**config.mk**
```make
export PLATFORM = sky130hd
export DESIGN_NAME = ex_mem_skid_stage_flat
export DESIGN_NICKNAME = d
export VERILOG_FILES = /design/src/rtl/ex_mem_skid_stage_if.sv /design/src/rtl/ex_mem_skid_stage.sv /design/src/flat_wrapper.sv
export SDC_FILE = /design/constraint.sdc
export NUM_CORES = 1
export LEC_CHECK = 0
export CORE_ASPECT_RATIO = 0.7
export CORE_MARGIN = 1
export CORE_UTILIZATION = 35
export CTS_CLUSTER_SIZE = 25
export DETAILED_ROUTE_END_ITERATION = 16
export PLACE_DENSITY_LB_ADDON = 0.3
export SYNTH_ARGS = -nofsm -noshare
export SYNTH_HDL_FRONTEND = slang
export SYNTH_SLANG_ARGS = --single-unit
```
**constraint.sdc**
```tcl
create_clock -name clk_in -period 6.46 [get_ports clk_in]
set_input_delay 0.646 -clock clk_in [delete_from_list [all_inputs] [get_ports clk_in]]
set_output_delay 0.646 -clock clk_in [all_outputs]
set_load 0.1 [all_outputs]
```
**src/rtl/ex_mem_skid_stage_if.sv**
```systemverilog
// rtl/ex_mem_skid_stage_if.sv - EX->MEM handshake and payload bundle (fwd_* present with EX_MEM_BYPASS_EN)
interface ex_mem_skid_stage_if #(
  parameter int REG_ADDR_W = 5,
  parameter int DATA_W     = 32,
  parameter int ADDR_W     = 32
);
  // EX side
  logic                  in_valid;
  logic                  in_ready;
  logic [REG_ADDR_W-1:0] rsd_addr_in;
  logic [DATA_W-1:0]     rsd_data_in;
  logic                  write_rsd_in;
  logic                  branch_in;
  logic [ADDR_W-1:0]     branch_addr_in;
  logic [ADDR_W-1:0]     mem_addr_in;
  logic                  mem_read_in;
  logic                  mem_write_in;

  // MEM side
  logic                  out_valid;
  logic                  out_ready;
  logic [REG_ADDR_W-1:0] rsd_addr_out;
  logic [DATA_W-1:0]     rsd_data_out;
  logic                  write_rsd_out;
  logic                  branch_out;
  logic [ADDR_W-1:0]     branch_addr_out;
  logic [ADDR_W-1:0]     mem_addr_out;
  logic                  mem_read_out;
  logic                  mem_write_out;

`ifdef EX_MEM_BYPASS_EN
  // operand forwarding back to EX
  logic                  fwd_valid;
  logic [REG_ADDR_W-1:0] fwd_addr;
  logic [DATA_W-1:0]     fwd_data;
`endif

  // the pipeline stage itself
  modport slave (
`ifdef EX_MEM_BYPASS_EN
    output fwd_valid, fwd_addr, fwd_data,
`endif
    input  in_valid, rsd_addr_in, rsd_data_in, write_rsd_in, branch_in,
           branch_addr_in, mem_addr_in, mem_read_in, mem_write_in,
    output in_ready,
    output out_valid, rsd_addr_out, rsd_data_out, write_rsd_out, branch_out,
           branch_addr_out, mem_addr_out, mem_read_out, mem_write_out,
    input  out_ready
  );

  // the surroundings driving the stage
  modport master (
`ifdef EX_MEM_BYPASS_EN
    input  fwd_valid, fwd_addr, fwd_data,
`endif
    output in_valid, rsd_addr_in, rsd_data_in, write_rsd_in, branch_in,
           branch_addr_in, mem_addr_in, mem_read_in, mem_write_in,
    input  in_ready,
    input  out_valid, rsd_addr_out, rsd_data_out, write_rsd_out, branch_out,
           branch_addr_out, mem_addr_out, mem_read_out, mem_write_out,
    output out_ready
  );
endinterface

```
**src/rtl/ex_mem_skid_stage.sv**
```systemverilog
// rtl/ex_mem_skid_stage.sv - EX/MEM register with 2-entry skid buffer, flush and x0 suppression; EX_MEM_BYPASS_EN adds forwarding outputs
module ex_mem_skid_stage #(
  parameter int REG_ADDR_W = 5,
  parameter int DATA_W     = 32,
  parameter int ADDR_W     = 32
) (
  input  logic                   clk_in,
  input  logic                   rst_in,
  input  logic                   flush_in,
  ex_mem_skid_stage_if.slave     bus
);

  typedef struct packed {
    logic [REG_ADDR_W-1:0] rsd_addr;
    logic [DATA_W-1:0]     rsd_data;
    logic                  write_rsd;
    logic                  branch;
    logic [ADDR_W-1:0]     branch_addr;
    logic [ADDR_W-1:0]     mem_addr;
    logic                  mem_read;
    logic                  mem_write;
  } entry_t;

  // EMPTY: nothing held; HALF: main valid; FULL: main and skid valid
  typedef enum logic [1:0] {
    EMPTY = 2'b00,
    HALF  = 2'b01,
    FULL  = 2'b11
  } state_t;

  typedef enum logic [1:0] {
    MAIN_HOLD,
    MAIN_LOAD_IN,
    MAIN_LOAD_SKID,
    MAIN_CLEAR
  } main_op_t;

  state_t   state_q, state_next;
  main_op_t main_op;
  logic     skid_load, skid_clear;
  entry_t   main_q, skid_q, in_entry;
  logic     out_valid_q, in_ready_q;
  logic     accept, consume;

  // handshake flags decode straight from the state flops, so ready never sees out_ready
  assign out_valid_q = (state_q != EMPTY);
  assign in_ready_q  = (state_q != FULL);

  assign accept  = bus.in_valid & in_ready_q;
  assign consume = out_valid_q & bus.out_ready;

  // writes to x0 are dropped here so MEM/WB never have to look at the index
  assign in_entry.rsd_addr    = bus.rsd_addr_in;
  assign in_entry.rsd_data    = bus.rsd_data_in;
  assign in_entry.write_rsd   = bus.write_rsd_in & (bus.rsd_addr_in != '0);
  assign in_entry.branch      = bus.branch_in;
  assign in_entry.branch_addr = bus.branch_addr_in;
  assign in_entry.mem_addr    = bus.mem_addr_in;
  assign in_entry.mem_read    = bus.mem_read_in;
  assign in_entry.mem_write   = bus.mem_write_in;

  // state register
  always_ff @(posedge clk_in or posedge rst_in) begin
    if (rst_in) state_q <= EMPTY;
    else        state_q <= state_next;
  end

  // next state and datapath steering; flush overrides every handshake
  always_comb begin
    state_next = state_q;
    main_op    = MAIN_HOLD;
    skid_load  = 1'b0;
    skid_clear = 1'b0;
    if (flush_in) begin
      state_next = EMPTY;
      main_op    = MAIN_CLEAR;
      skid_clear = 1'b1;
    end else begin
      unique case (state_q)
        EMPTY: begin
          if (accept) begin
            state_next = HALF;
            main_op    = MAIN_LOAD_IN;
          end
        end
        HALF: begin
          if (accept && consume) begin
            main_op    = MAIN_LOAD_IN;
          end else if (accept) begin
            state_next = FULL;
            skid_load  = 1'b1;
          end else if (consume) begin
            state_next = EMPTY;
            main_op    = MAIN_CLEAR;
          end
        end
        FULL: begin
          if (consume) begin
            state_next = HALF;
            main_op    = MAIN_LOAD_SKID;
            skid_clear = 1'b1;
          end
        end
        default: begin
          state_next = EMPTY;
          main_op    = MAIN_CLEAR;
          skid_clear = 1'b1;
        end
      endcase
    end
  end

  // payload registers; empty slots are kept at zero
  always_ff @(posedge clk_in or posedge rst_in) begin
    if (rst_in) begin
      main_q <= '0;
      skid_q <= '0;
    end else begin
      case (main_op)
        MAIN_LOAD_IN:   main_q <= in_entry;
        MAIN_LOAD_SKID: main_q <= skid_q;
        MAIN_CLEAR:     main_q <= '0;
        default:        main_q <= main_q;
      endcase
      if (skid_clear)     skid_q <= '0;
      else if (skid_load) skid_q <= in_entry;
    end
  end

  assign bus.in_ready        = in_ready_q;
  assign bus.out_valid       = out_valid_q;
  assign bus.rsd_addr_out    = main_q.rsd_addr;
  assign bus.rsd_data_out    = main_q.rsd_data;
  assign bus.write_rsd_out   = main_q.write_rsd;
  assign bus.branch_out      = main_q.branch;
  assign bus.branch_addr_out = main_q.branch_addr;
  assign bus.mem_addr_out    = main_q.mem_addr;
  assign bus.mem_read_out    = main_q.mem_read;
  assign bus.mem_write_out   = main_q.mem_write;

`ifdef EX_MEM_BYPASS_EN
  // a load's result is not known until MEM finishes, so it cannot be forwarded yet
  assign bus.fwd_valid = out_valid_q & main_q.write_rsd & ~main_q.mem_read;
  assign bus.fwd_addr  = main_q.rsd_addr;
  assign bus.fwd_data  = main_q.rsd_data;
`endif

endmodule
```
**src/flat_wrapper.sv**
```systemverilog
// flat-port wrapper written by rule: the top's interface ports become plain ports
module ex_mem_skid_stage_flat 
#(
  parameter int REG_ADDR_W = 5,
  parameter int DATA_W     = 32,
  parameter int ADDR_W     = 32
)
  (clk_in, rst_in, flush_in, bus_in_valid, bus_rsd_addr_in, bus_rsd_data_in, bus_write_rsd_in, bus_branch_in, bus_branch_addr_in, bus_mem_addr_in, bus_mem_read_in, bus_mem_write_in, bus_in_ready, bus_out_valid, bus_rsd_addr_out, bus_rsd_data_out, bus_write_rsd_out, bus_branch_out, bus_branch_addr_out, bus_mem_addr_out, bus_mem_read_out, bus_mem_write_out, bus_out_ready);
  ex_mem_skid_stage_if #(.REG_ADDR_W(REG_ADDR_W), .DATA_W(DATA_W), .ADDR_W(ADDR_W)) bus_i ();
  input  logic clk_in;
  input  logic rst_in;
  input  logic flush_in;
  input wire logic [$bits(bus_i.in_valid)-1:0] bus_in_valid;
  input wire logic [$bits(bus_i.rsd_addr_in)-1:0] bus_rsd_addr_in;
  input wire logic [$bits(bus_i.rsd_data_in)-1:0] bus_rsd_data_in;
  input wire logic [$bits(bus_i.write_rsd_in)-1:0] bus_write_rsd_in;
  input wire logic [$bits(bus_i.branch_in)-1:0] bus_branch_in;
  input wire logic [$bits(bus_i.branch_addr_in)-1:0] bus_branch_addr_in;
  input wire logic [$bits(bus_i.mem_addr_in)-1:0] bus_mem_addr_in;
  input wire logic [$bits(bus_i.mem_read_in)-1:0] bus_mem_read_in;
  input wire logic [$bits(bus_i.mem_write_in)-1:0] bus_mem_write_in;
  output wire logic [$bits(bus_i.in_ready)-1:0] bus_in_ready;
  output wire logic [$bits(bus_i.out_valid)-1:0] bus_out_valid;
  output wire logic [$bits(bus_i.rsd_addr_out)-1:0] bus_rsd_addr_out;
  output wire logic [$bits(bus_i.rsd_data_out)-1:0] bus_rsd_data_out;
  output wire logic [$bits(bus_i.write_rsd_out)-1:0] bus_write_rsd_out;
  output wire logic [$bits(bus_i.branch_out)-1:0] bus_branch_out;
  output wire logic [$bits(bus_i.branch_addr_out)-1:0] bus_branch_addr_out;
  output wire logic [$bits(bus_i.mem_addr_out)-1:0] bus_mem_addr_out;
  output wire logic [$bits(bus_i.mem_read_out)-1:0] bus_mem_read_out;
  output wire logic [$bits(bus_i.mem_write_out)-1:0] bus_mem_write_out;
  input wire logic [$bits(bus_i.out_ready)-1:0] bus_out_ready;
  assign bus_i.in_valid = bus_in_valid;
  assign bus_i.rsd_addr_in = bus_rsd_addr_in;
  assign bus_i.rsd_data_in = bus_rsd_data_in;
  assign bus_i.write_rsd_in = bus_write_rsd_in;
  assign bus_i.branch_in = bus_branch_in;
  assign bus_i.branch_addr_in = bus_branch_addr_in;
  assign bus_i.mem_addr_in = bus_mem_addr_in;
  assign bus_i.mem_read_in = bus_mem_read_in;
  assign bus_i.mem_write_in = bus_mem_write_in;
  assign bus_in_ready = bus_i.in_ready;
  assign bus_out_valid = bus_i.out_valid;
  assign bus_rsd_addr_out = bus_i.rsd_addr_out;
  assign bus_rsd_data_out = bus_i.rsd_data_out;
  assign bus_write_rsd_out = bus_i.write_rsd_out;
  assign bus_branch_out = bus_i.branch_out;
  assign bus_branch_addr_out = bus_i.branch_addr_out;
  assign bus_mem_addr_out = bus_i.mem_addr_out;
  assign bus_mem_read_out = bus_i.mem_read_out;
  assign bus_mem_write_out = bus_i.mem_write_out;
  assign bus_i.out_ready = bus_out_ready;
  ex_mem_skid_stage #(.REG_ADDR_W(REG_ADDR_W), .DATA_W(DATA_W), .ADDR_W(ADDR_W)) u_core (.clk_in(clk_in), .rst_in(rst_in), .flush_in(flush_in), .bus(bus_i));
endmodule
```
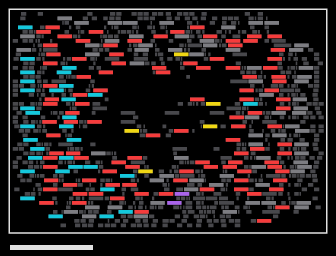
*Sequential cells colored by netlist name*
The bar under the picture is 50 um long.
- `u_core.skid_q`: red (placed flops 105; where all over the die)
- `u_core.bus.rsd_addr_out`: yellow (placed flops 5; where center)
- `u_core.state_q`: purple (placed flops 2)
- `u_core.bus.branch_addr_out`: cyan (placed flops 32)
- not colored: 68

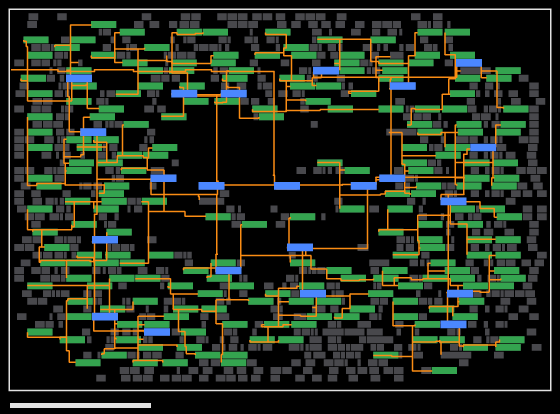
*Clock network drawn from the DEF*
The bar under the picture is 50 um long.
- flip-flops: green (count 212)
- clock wires: orange (length 2800 um)
- clock drivers: blue (count 22)
- flops lie: all over the die
- routed clock nets: 23
clock latency on the worst-skew pair: 490 ps
clock network fraction of total power: 23.8%
final setup skew: 8.32 ps

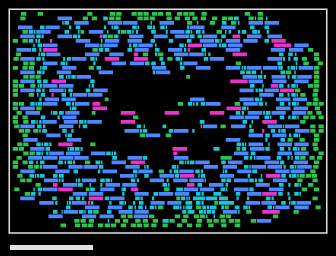
*Cell classes on the final placement*
The bar under the picture is 50 um long.
- clock drivers and dummy loads: magenta (cells 40; share of their area 6.9%)
- flops: blue (cells 212; share of their area 46%)
- combinational and other logic: cyan (cells 452; share of their area 27%)
- other buffers and delay cells: green (cells 226; share of their area 20%)
Finished Core Util: 48.0%
core footprint: 0.0246 mm2
number of placement rows: 48

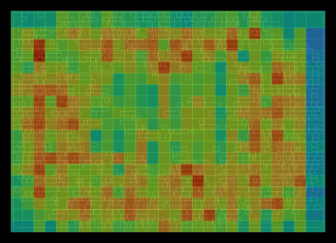
*Congestion heat map*
met3 GRT Util: 3.72%
total global-route track usage: 19.0%

==> impl_results.rst <==
Metrics
=======

.. list-table::
   :header-rows: 1

   * - Metric
     - Value
   * - Share of Yosys cell area claimed by the top area cell type
     - 60.6%
   * - Top fanout value on the critical path
     - 67
   * - Worst hold margin
     - 499 ps
   * - Unrepaired setup endpoints after global routing
     - false
   * - Layout area overhead
     - 35.0%
   * - Reg-to-reg startpoint
     - u_core.state_q[0]
   * - Worst path buffer plus inverter count
     - 2
   * - Kind of start point of the critical path
     - flop
   * - Tool Warnings
     - 31
   * - Detailed Route Iter0 Violations
     - 444
   * - Average footprint of a synthesized cell
     - 12.0 um2
   * - Slew HR
     - 26.1%
   * - Total Routed Length
     - 24100 um
   * - # IOs
     - 217
   * - Number of cells on the critical path
     - 7
   * - Hold path depth
     - 1
   * - Class of the tightest hold or removal check
     - flop to flop
   * - Largest net degree at the start of global routing
     - 154
   * - Total count of max-transition violations in the final report
     - 0
   * - Fraction of the mapped netlist area in simple logic gates
     - 5.69%
   * - Capturing element of the worst setup path
     - u_core.skid_q[53]
   * - FMAX
     - 291 MHz
   * - CTS root buffer
     - sky130_fd_sc_hd__clkbuf_16
   * - Net switching power of the design
     - 0.00260 W
   * - Endpoints failing hold
     - 0
   * - Post-CTS Resized
     - 0
   * - Cell area after technology mapping
     - 0.00875 mm2
   * - # setup viols final
     - 0
   * - Top cells by area
     - sky130_fd_sc_hd__dfrtp_1 61%, sky130_fd_sc_hd__a22o_1 11%, sky130_fd_sc_hd__a2bb2oi_1 11%
   * - Final critical-path required period
     - 3430 ps
   * - Mux cell area share
     - 0.129%
   * - Final-stage net count
     - 1028
   * - Placer congestion estimate
     - 0.778
   * - Prevailing post-synth register cell
     - sky130_fd_sc_hd__dfrtp_1
   * - Synthesis-stage register bit count
     - 212
   * - Global-route congestion overflow total
     - 0
   * - Synthesized chip area reported by yosys
     - 0.00875 mm2
   * - Number of design rule violations left after detail routing
     - 0
   * - Setup slack on the worst flop-to-flop path
     - 3030 ps
   * - Count of instantiated cells in the yosys netlist
     - 732
   * - Max-cap viol count
     - 0
   * - Static Leak
     - 5.30 nW
   * - Cell count after synthesis
     - 732
   * - Adder and majority gate portion of the synthesized area
     - 0.572%
   * - Most numerous cell types in the synthesized netlist
     - 212 x sky130_fd_sc_hd__dfrtp_1, 105 x sky130_fd_sc_hd__a22o_1, 105 x sky130_fd_sc_hd__a2bb2oi_1, 105 x sky130_fd_sc_hd__nand2_1, 91 x sky130_fd_sc_hd__o21ai_0
   * - Die Footprint
     - 0.0257 mm2
   * - Critical Path RT
     - 6890 ps
   * - Gate family responsible for the most delay along the worst path
     - simple AND/OR/NAND/NOR gates
   * - Worst-margin pin slew
     - 1110 ps
   * - Slowest-stage cell, CP
     - sky130_fd_sc_hd__nor2b_4
   * - Number of setup buffers added after CTS
     - 0
   * - Number of synthesized flops with an enable pin
     - 0
   * - Fraction of final layout cells sized beyond drive strength 1
     - 6.45%
   * - Nature of the critical path endpoint
     - flop
   * - Combinational group share of total power
     - 45.3%
   * - Cells traversed along the worst timing path
     - inv_1, ha_1, nor2b_1, a21oi_4, nor2b_4, buf_12, a22o_1
   * - Endpoint arrival time on the critical path
     - 3860 ps
   * - Worst r2r dst
     - u_core.skid_q[53]
   * - Vias in the first global route
     - 6812
   * - Largest register FFs
     - 105
   * - Number of buffers on the longest clock path
     - 3
   * - Via count
     - 6668
   * - Num CTS Buffers
     - 22
   * - CP startpoint
     - u_core.state_q[0]
   * - Fraction of synthesis flops using an asynchronous set or reset pin
     - 100%
   * - Count of input and output buffers
     - 216
   * - Final critical-path share of the clock period
     - 53.1%
   * - Number of warnings issued by yosys
     - 0
   * - Worst R2R Path Depth
     - 7
   * - Die Span X
     - 191 um
   * - Number of sinks on the clock net
     - 212
   * - Delay of the slowest cell on the worst path
     - 940 ps
   * - Status
     - completed
   * - Clock input transition at the sequential cells of the worst setup and hold paths
     - 60 ps
   * - Distinct cells, synth
     - 32
   * - Vert. Die Dim
     - 134 um
   * - Most frequent cell after synthesis
     - sky130_fd_sc_hd__dfrtp_1
   * - First-pass GRT wire length
     - 38900 um
   * - Sequential group share of total power
     - 30.9%
   * - Top cell type by total area after synthesis
     - sky130_fd_sc_hd__dfrtp_1
   * - Worst IR drop on VDD
     - 251 uV
   * - Starting utilization of the core area
     - 35.6%
   * - Clock tree from TritonCTS
     - built
   * - Antenna violations before repair
     - 0
   * - Floorplan net count
     - 846
   * - Setup TNS
     - 0 ps
   * - CTS hold repair buffers
     - 0
   * - Diode insertion count for antenna repair
     - 0
   * - Worst setup path class
     - flop to flop
   * - Internal power component
     - 0.00312 W
   * - DPL Wire Length
     - 14000 um
   * - Routed length per instance
     - 19.2 um
   * - Dominant kind of combinational cell
     - AND-OR/OR-AND gates
   * - Pre-Repair DR Iteration Count
     - 5
   * - Maximum level of the CTS H-tree
     - 1
   * - Hold_sp
     - u_core.skid_q[57]
   * - Seq/Total Area, Yosys
     - 60.6%
   * - Reg with most FFs
     - u_core.skid_q
   * - Cell Pwr Density
     - 484 mW/mm2
   * - Synthesized-area fraction occupied by xor and xnor cells
     - 0%
   * - Proportion of total power due to net switching
     - 45.5%
   * - Worst Hold End
     - u_core.skid_q[57]
   * - ANT nets after route
     - 0
   * - Post-Synth AOI/OAI Area
     - 28.2%
   * - Via density per instance
     - 5.31
==> per-stage QoR <==
step / utilization, % / instance area (um2) / setup slack (ps) / power [W] / std cells
floorplan: - / 8750 / 19.8 / 0.00375 / 732
global placement: 44.8 / 11000 / 2660 / 0.00437 / 1215
detailed placement: 44.8 / 11000 / 2600 / 0.00438 / 1215
CTS: 48.0 / 11800 / 3020 / 0.00577 / 1255
global route: 48.0 / 11800 / 2780 / 0.00596 / 1255
finish: 48.0 / 11800 / 3030 / 0.00572 / 1255
==> power by group through the flow <==
stage / Combinational (W) / Sequential [W] / Clock (W)
floorplan: 0.000693 / 0.00306 / 0
global placement: 0.00258 / 0.00178 / 0
detailed placement: 0.00260 / 0.00178 / 0
CTS: 0.00261 / 0.00177 / 0.00140
global route: 0.00271 / 0.00180 / 0.00145
finish: 0.00259 / 0.00177 / 0.00136
==> final cells by class <==
class | count | area (um2)
inverters | 6 | 30.0
repair buffers | 226 | 2250
multi-input cells | 446 | 3040
clock buffers | 30 | 652
flip-flops and latches | 212 | 5310
well taps | 325 | 407
fillers | 2207 | 12800
clock inverters | 10 | 135
==> layer usage <==
layer | wire, um | track usage, %
met5 | 0 | 0
met3 | 1400 | 3.72
met4 | 270 | 2.84
met2 | 10300 | 27.5
met1 | 12100 | 29.6
==> placed cells by master (no fill, tap or decap), drive strengths merged, types with 2 or more instances in the layout <==
cell type	netlist	routed
clkdlybuf4s50	0	216
dfrtp	212	212
a2bb2oi	105	105
a22o	105	105
nand2	105	105
o21ai	105	105
clkbuf	29	30
buf	39	10
inv	6	7
clkinv	0	5
ha	4	4
bufinv	0	3
nor2b	3	3
nor3	2	2
a211oi	2	2
Power figures rest on the tool's default switching activity, not on a simulated workload.
